Figure 1. Zoomed window.
Region (359, 114) to (379, 134) um. Cells in gray, sequential cells in the stronger gray; small squares are vias.
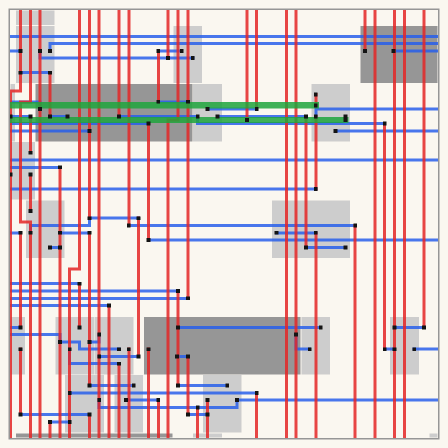
Figure 2. Metal 4.
(1 px per um)
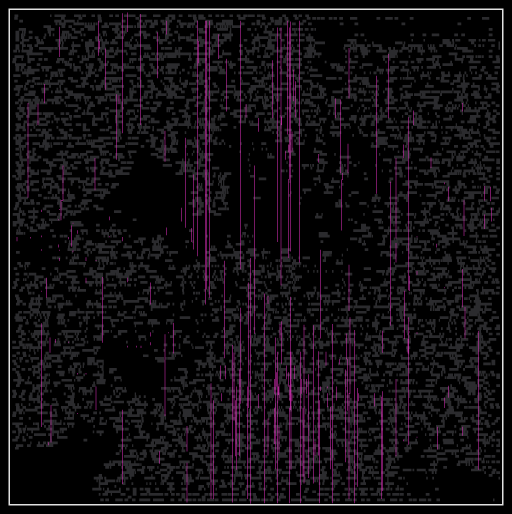
Figure 3. Signal wires by layer.
(1 px per um)
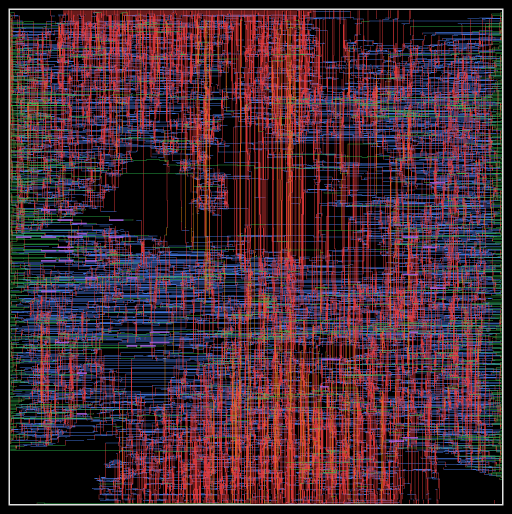
Figure 4. Clock distribution.
(1 px per um)
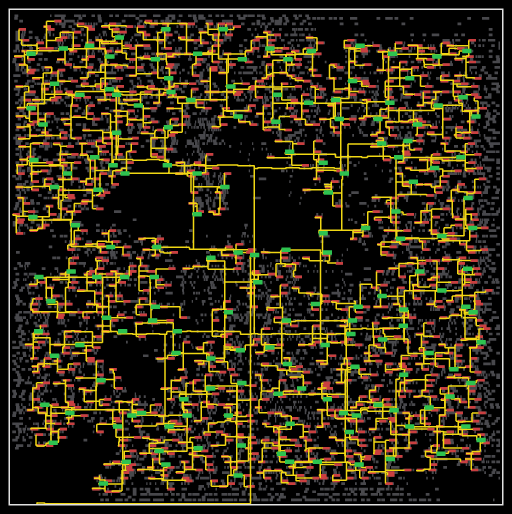
Figure 5. Routing congestion.
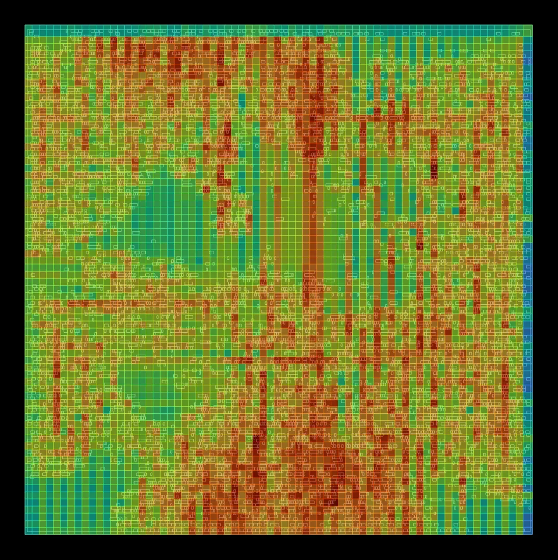
--- src/rtl/miner_job_loader.sv ---
// AXI-lite master that loads one mining job into axi_miner, starts it, polls
// status until the hash is ready, reads the hash back and presents the result.
module miner_job_loader #(
   parameter int unsigned POLL_GAP  = 8,
   parameter int unsigned MAX_POLLS = 1024
) (
   input  logic         M_AXI_ACLK,
   input  logic         M_AXI_ARESETN,
   input  logic         job_valid,
   output logic         job_ready,
   input  logic [639:0] job_header,
   input  logic [255:0] job_target,
   output logic         res_valid,
   input  logic         res_ready,
   output logic [255:0] res_hash,
   output logic         res_found,
   output logic         res_timeout,
   output logic         res_error,
   output logic [7:0]   M_AXI_AWADDR,
   output logic         M_AXI_AWVALID,
   input  logic         M_AXI_AWREADY,
   output logic [31:0]  M_AXI_WDATA,
   output logic [3:0]   M_AXI_WSTRB,
   output logic         M_AXI_WVALID,
   input  logic         M_AXI_WREADY,
   input  logic [1:0]   M_AXI_BRESP,
   input  logic         M_AXI_BVALID,
   output logic         M_AXI_BREADY,
   output logic [7:0]   M_AXI_ARADDR,
   output logic         M_AXI_ARVALID,
   input  logic         M_AXI_ARREADY,
   input  logic [31:0]  M_AXI_RDATA,
   input  logic [1:0]   M_AXI_RRESP,
   input  logic         M_AXI_RVALID,
   output logic         M_AXI_RREADY
);

   localparam int unsigned PW = $clog2(MAX_POLLS + 1);
   localparam int unsigned GW = (POLL_GAP > 1) ? $clog2(POLL_GAP) : 1;

   typedef enum logic [3:0] {
      IDLE, WR_ADDR_DATA, WR_RESP, POLL_RD_ADDR, POLL_RD_DATA,
      POLL_WAIT, HASH_RD_ADDR, HASH_RD_DATA, RESULT
   } state_t;

   state_t         state;
   logic [639:0]   header_r;
   logic [255:0]   target_r;
   logic [4:0]     wr_idx;
   logic [2:0]     hash_idx;
   logic [PW-1:0]  poll_cnt;
   logic [GW-1:0]  gap_cnt;

   assign M_AXI_WSTRB = 4'hF;

   // Write index 0..19 header, 20..27 target, 28 start bit.
   function automatic logic [7:0] wr_addr(input logic [4:0] i);
      if (i < 5'd20) return {1'b0, i, 2'b00};
      if (i < 5'd28) return 8'h58 + {1'b0, i - 5'd20, 2'b00};
      return 8'h50;
   endfunction

   function automatic logic [31:0] wr_data(input logic [4:0] i,
                                           input logic [639:0] h,
                                           input logic [255:0] t);
      logic [639:0] hs;
      logic [255:0] ts;
      hs = h << {i, 5'b0};
      ts = t << {i - 5'd20, 5'b0};
      if (i < 5'd20) return hs[639:608];
      if (i < 5'd28) return ts[255:224];
      return 32'h0000_0001;
   endfunction

   always_ff @(posedge M_AXI_ACLK) begin
      if (!M_AXI_ARESETN) begin
         state         <= IDLE;
         header_r      <= '0;
         target_r      <= '0;
         wr_idx        <= '0;
         hash_idx      <= '0;
         poll_cnt      <= '0;
         gap_cnt       <= '0;
         job_ready     <= 1'b1;
         res_valid     <= 1'b0;
         res_hash      <= '0;
         res_found     <= 1'b0;
         res_timeout   <= 1'b0;
         res_error     <= 1'b0;
         M_AXI_AWADDR  <= '0;
         M_AXI_AWVALID <= 1'b0;
         M_AXI_WDATA   <= '0;
         M_AXI_WVALID  <= 1'b0;
         M_AXI_BREADY  <= 1'b0;
         M_AXI_ARADDR  <= '0;
         M_AXI_ARVALID <= 1'b0;
         M_AXI_RREADY  <= 1'b0;
      end else begin
         case (state)
            IDLE: if (job_valid && job_ready) begin
               header_r      <= job_header;
               target_r      <= job_target;
               job_ready     <= 1'b0;
               res_hash      <= '0;
               res_found     <= 1'b0;
               res_timeout   <= 1'b0;
               res_error     <= 1'b0;
               poll_cnt      <= '0;
               wr_idx        <= '0;
               M_AXI_AWADDR  <= 8'h00;
               M_AXI_WDATA   <= job_header[639:608];
               M_AXI_AWVALID <= 1'b1;
               M_AXI_WVALID  <= 1'b1;
               state         <= WR_ADDR_DATA;
            end
            // A channel whose VALID has already dropped has completed its beat.
            WR_ADDR_DATA: begin
               if (M_AXI_AWREADY) M_AXI_AWVALID <= 1'b0;
               if (M_AXI_WREADY)  M_AXI_WVALID  <= 1'b0;
               if ((!M_AXI_AWVALID || M_AXI_AWREADY) && (!M_AXI_WVALID || M_AXI_WREADY)) begin
                  M_AXI_BREADY <= 1'b1;
                  state        <= WR_RESP;
               end
            end
            WR_RESP: if (M_AXI_BVALID) begin
               M_AXI_BREADY <= 1'b0;
               if (M_AXI_BRESP != 2'b00) res_error <= 1'b1;
               if (wr_idx == 5'd28) begin
                  M_AXI_ARADDR  <= 8'h54;
                  M_AXI_ARVALID <= 1'b1;
                  state         <= POLL_RD_ADDR;
               end else begin
                  wr_idx        <= wr_idx + 5'd1;
                  M_AXI_AWADDR  <= wr_addr(wr_idx + 5'd1);
                  M_AXI_WDATA   <= wr_data(wr_idx + 5'd1, header_r, target_r);
                  M_AXI_AWVALID <= 1'b1;
                  M_AXI_WVALID  <= 1'b1;
                  state         <= WR_ADDR_DATA;
               end
            end
            POLL_RD_ADDR: if (M_AXI_ARREADY) begin
               M_AXI_ARVALID <= 1'b0;
               M_AXI_RREADY  <= 1'b1;
               state         <= POLL_RD_DATA;
            end
            POLL_RD_DATA: if (M_AXI_RVALID) begin
               M_AXI_RREADY <= 1'b0;
               if (M_AXI_RRESP != 2'b00) res_error <= 1'b1;
               if (M_AXI_RDATA[2]) begin
                  res_found     <= M_AXI_RDATA[3];
                  hash_idx      <= '0;
                  M_AXI_ARADDR  <= 8'h78;
                  M_AXI_ARVALID <= 1'b1;
                  state         <= HASH_RD_ADDR;
               end else if (poll_cnt + PW'(1) == PW'(MAX_POLLS)) begin
                  poll_cnt    <= poll_cnt + PW'(1);
                  res_timeout <= 1'b1;
                  res_valid   <= 1'b1;
                  state       <= RESULT;
               end else begin
                  poll_cnt <= poll_cnt + PW'(1);
                  if (POLL_GAP == 0) begin
                     M_AXI_ARVALID <= 1'b1;
                     state         <= POLL_RD_ADDR;
                  end else begin
                     gap_cnt <= GW'(POLL_GAP - 1);
                     state   <= POLL_WAIT;
                  end
               end
            end
            POLL_WAIT: begin
               if (gap_cnt == '0) begin
                  M_AXI_ARVALID <= 1'b1;
                  state         <= POLL_RD_ADDR;
               end else begin
                  gap_cnt <= gap_cnt - GW'(1);
               end
            end
            HASH_RD_ADDR: if (M_AXI_ARREADY) begin
               M_AXI_ARVALID <= 1'b0;
               M_AXI_RREADY  <= 1'b1;
               state         <= HASH_RD_DATA;
            end
            // Words shift in from the bottom, so word 0 ends at the top slice.
            HASH_RD_DATA: if (M_AXI_RVALID) begin
               M_AXI_RREADY <= 1'b0;
               if (M_AXI_RRESP != 2'b00) res_error <= 1'b1;
               res_hash <= {res_hash[223:0], M_AXI_RDATA};
               if (hash_idx == 3'd7) begin
                  res_valid <= 1'b1;
                  state     <= RESULT;
               end else begin
                  hash_idx      <= hash_idx + 3'd1;
                  M_AXI_ARADDR  <= M_AXI_ARADDR + 8'd4;
                  M_AXI_ARVALID <= 1'b1;
                  state         <= HASH_RD_ADDR;
               end
            end
            RESULT: if (res_ready) begin
               res_valid <= 1'b0;
               job_ready <= 1'b1;
               state     <= IDLE;
            end
            default: state <= IDLE;
         endcase
      end
   end

endmodule

--- config.mk ---
export PLATFORM = sky130hd
export DESIGN_NAME = miner_job_loader
export DESIGN_NICKNAME = d
export VERILOG_FILES = /design/src/rtl/miner_job_loader.sv
export SDC_FILE = /design/constraint.sdc
export NUM_CORES = 2
export LEC_CHECK = 0
export ABC_AREA = 1
export CORE_AREA = 2 2 490 492
export CTS_CLUSTER_DIAMETER = 60
export CTS_CLUSTER_SIZE = 12
export DETAILED_ROUTE_END_ITERATION = 7
export DIE_AREA = 0 0 492 494
export PLACE_DENSITY = 0.38
export SLEW_MARGIN = 20
export SYNTH_ARGS = -nofsm -noshare
export SYNTH_HDL_FRONTEND = slang
export SYNTH_SLANG_ARGS = --single-unit
--- constraint.sdc ---
create_clock -name M_AXI_ACLK -period 4.95 [get_ports M_AXI_ACLK]
set_clock_uncertainty 0.1 [all_clocks]
set_input_delay 0.495 -clock M_AXI_ACLK [delete_from_list [all_inputs] [get_ports M_AXI_ACLK]]
set_output_delay 0.495 -clock M_AXI_ACLK [all_outputs]
set_load 0.01 [all_outputs]
==> impl_metrics.toml <==
# yosys + openroad results
[run_status]
status = "complete, no violations"

[final_layout]
syn_to_final_growth_pct = 39.03

[worst_setup_path]
required_ns = 5.49
crit_chain = "buf_4 -> buf_12 -> buf_16 -> nand2_1 -> o211ai_1 -> nand3_1 -> nand3_1 -> nand2_1 -> nand2_1 -> nand3_1 -> nand2_1 -> a21oi_1"
cp_slowest_cell = "dfxtp_4"
cp.arrival_ns = 4.52
cpLargestDelayFamily = "buffers and inverters"
cp_max_fo = 179
path_class = "reg -> reg"
ff2ff_path_depth = 12

[synthesis]
synth-seq-cells = 1232
edf_count = 0
top_area_cell = "dfxtp_1"
avgSynthCellArea_sq_um = 7.154

[clocking]
h-tree-depth = 4
cts_max_path_buffers = 3
clkTransAtPathRegs_ns = 0.06

[sta]
fin_tns_setup_ns = 0
slew-limit-headroom_pct = 15.27
whs_ns = 0.1508
setup_violations = 0
drv_slew = 0
period_used_pct = 80.48
hold_viol = 0
min_period_ns = 3.984

[floorplan]
fp-utilization_pct = 22.14

[global_route]
overflow = 0
grt_pass1_vias = 53370

[route]
avgViaCountPerCell = 4.773
first_iter_violations = 4429
drc = 0

[place]
io_buffers = 1250
dp_hpwl_um = 231500

[job]
drv_cap = 0

[pwr]
leakagePower_nw = 26.67
Notes on Figure 1 above:
Key: red = M2; blue = M1; green = M3
Most frequent: a21oi_1 (6), inv_1 (3), nor2_1 (3). Netlist names of flops here include header_r (2). Sequential cells in the window: 2. 17 logic cells have their middle in the window.

Notes on Figure 2 above:
The layer carries 10900 um of wire. The longest straight run is 284 um.
final wirelength: 312800 um
DR vias: 55040

Notes on Figure 3 above:
Key: purple = M5 [wire length 458 um]; red = M2 [wire length 145 mm]; orange = M4 [wire length 10900 um]; green = M3 [wire length 20.2 mm]; blue = M1 [wire length 136 mm]
drt wl/cell: 27.12 um
Total Routing Usage GR: 24.66%

Notes on Figure 4 above:
Key: green = clock-net drivers [count 163]; red = flip-flops [count 1232]; yellow = clock wires [length 20.9 mm]
Position of the flops: all over the die. There are 164 routed clock nets.

Notes on Figure 5 above:
met1 usage: 31.73%
met2 usage: 40.42%
final core utilization: 30.79%

## metal layers
metal / share of wire, % / wire [um]
met1: 44 / 136300
met2: 46 / 145000
met3: 6.5 / 20200
met4: 3.5 / 10860
met5: 0.15 / 457
## tightest hold or removal path: stages
cell and delay [ns]:
clkdlybuf4s50_1 0.39, nand3_1 0.07, a21oi_1 0.06
## path summary, 6_finish.rpt
kind / end / slack [ns] / startpoint
setup / recovery: M_AXI_WDATA[31] / 0.97 / wr_idx[0]
hold reg to reg: header_r[239] / 0.35 / header_r[239]
hold / removal: res_hash[25] / 0.15 / M_AXI_RDATA[25]
setup reg to reg: M_AXI_WDATA[31] / 0.97 / wr_idx[0]
## layout make-up
type / count / area [sq um] / share of cell area [%]
flip-flops and latches: 1232 / 24670 / 33.75
multi-input cells: 4967 / 23250 / 31.80
repair buffers: 1320 / 13400 / 18.34
clock buffers: 195 / 4432 / 6.063
well taps: 3167 / 3963 / 5.421
inverters: 523 / 2003 / 2.741
clock inverters: 89 / 1280 / 1.751
diodes: 40 / 100.1 / 0.1369
## cells in the final DEF, fill, tap and decap left out, types with 165 or more instances in the layout
cell type and instances:
inv_1 507, a21oi_1 1093, nand2_1 900, clkdlybuf4s50_1 1249, clkbuf_16 165, o21ai_0 1014, nand3_1 555, o211ai_1 194
nor2_1 992, dfxtp_1 1231
## kinds of logic (layout without fill, tap and decap cells)
kind of cell               count (synthesis)  after routing  synth area share (%)
xor gates and xnor gates                   3              3               0.04999
adders and majority gates                 13             13                0.3094
AOI/OAI and AO/OA                       2455           2455                 24.34
other                                      2             48               0.01429
buffers and inverters                   1156           2127                 8.994
DFF                                     1232           1232                 46.91
and+or+nand+nor                         2488           2488                 19.38
## sequential cells by signal (all words and copies together), names as in the netlist
signal         cells
M_AXI_WVALID       1
M_AXI_BREADY       1
hash_idx           3
poll_cnt          11
res_found          1
gap_cnt            3
header_r         640
M_AXI_ARADDR       6
job_ready          1
M_AXI_WDATA       32
M_AXI_ARVALID      1
M_AXI_RREADY       1
res_timeout        1
res_hash         256
target_r         256
M_AXI_AWVALID      1
res_error          1
state              4
M_AXI_AWADDR       6
res_valid          1
wr_idx             5
## where the power goes
group | switching (mW) | internal [mW] | leakage (nW)
clock | 5.09 | 7.76 | 2.74
combinational | 8.37 | 3.42 | 13.8
sequential | 1.41 | 12.5 | 10.1
total | 14.9 | 23.7 | 26.7
## timing repair
action,CTS,global route
gates resized,0,0
endpoints found under the setup margin,0,0
endpoints found under the hold margin,1,0
hold buffers,1,0
## metrics by stage
stage	cells	worst slack [ns]	util [%]
after global placement	11210	1.035	28.31
after CTS	11490	1.024	30.72
after global routing	11510	0.8194	30.76
final	11530	0.9660	30.79
after floorplan	7355	2.219	-
after detailed placement	11210	1.036	28.31
Power and IR drop assume default switching activity.
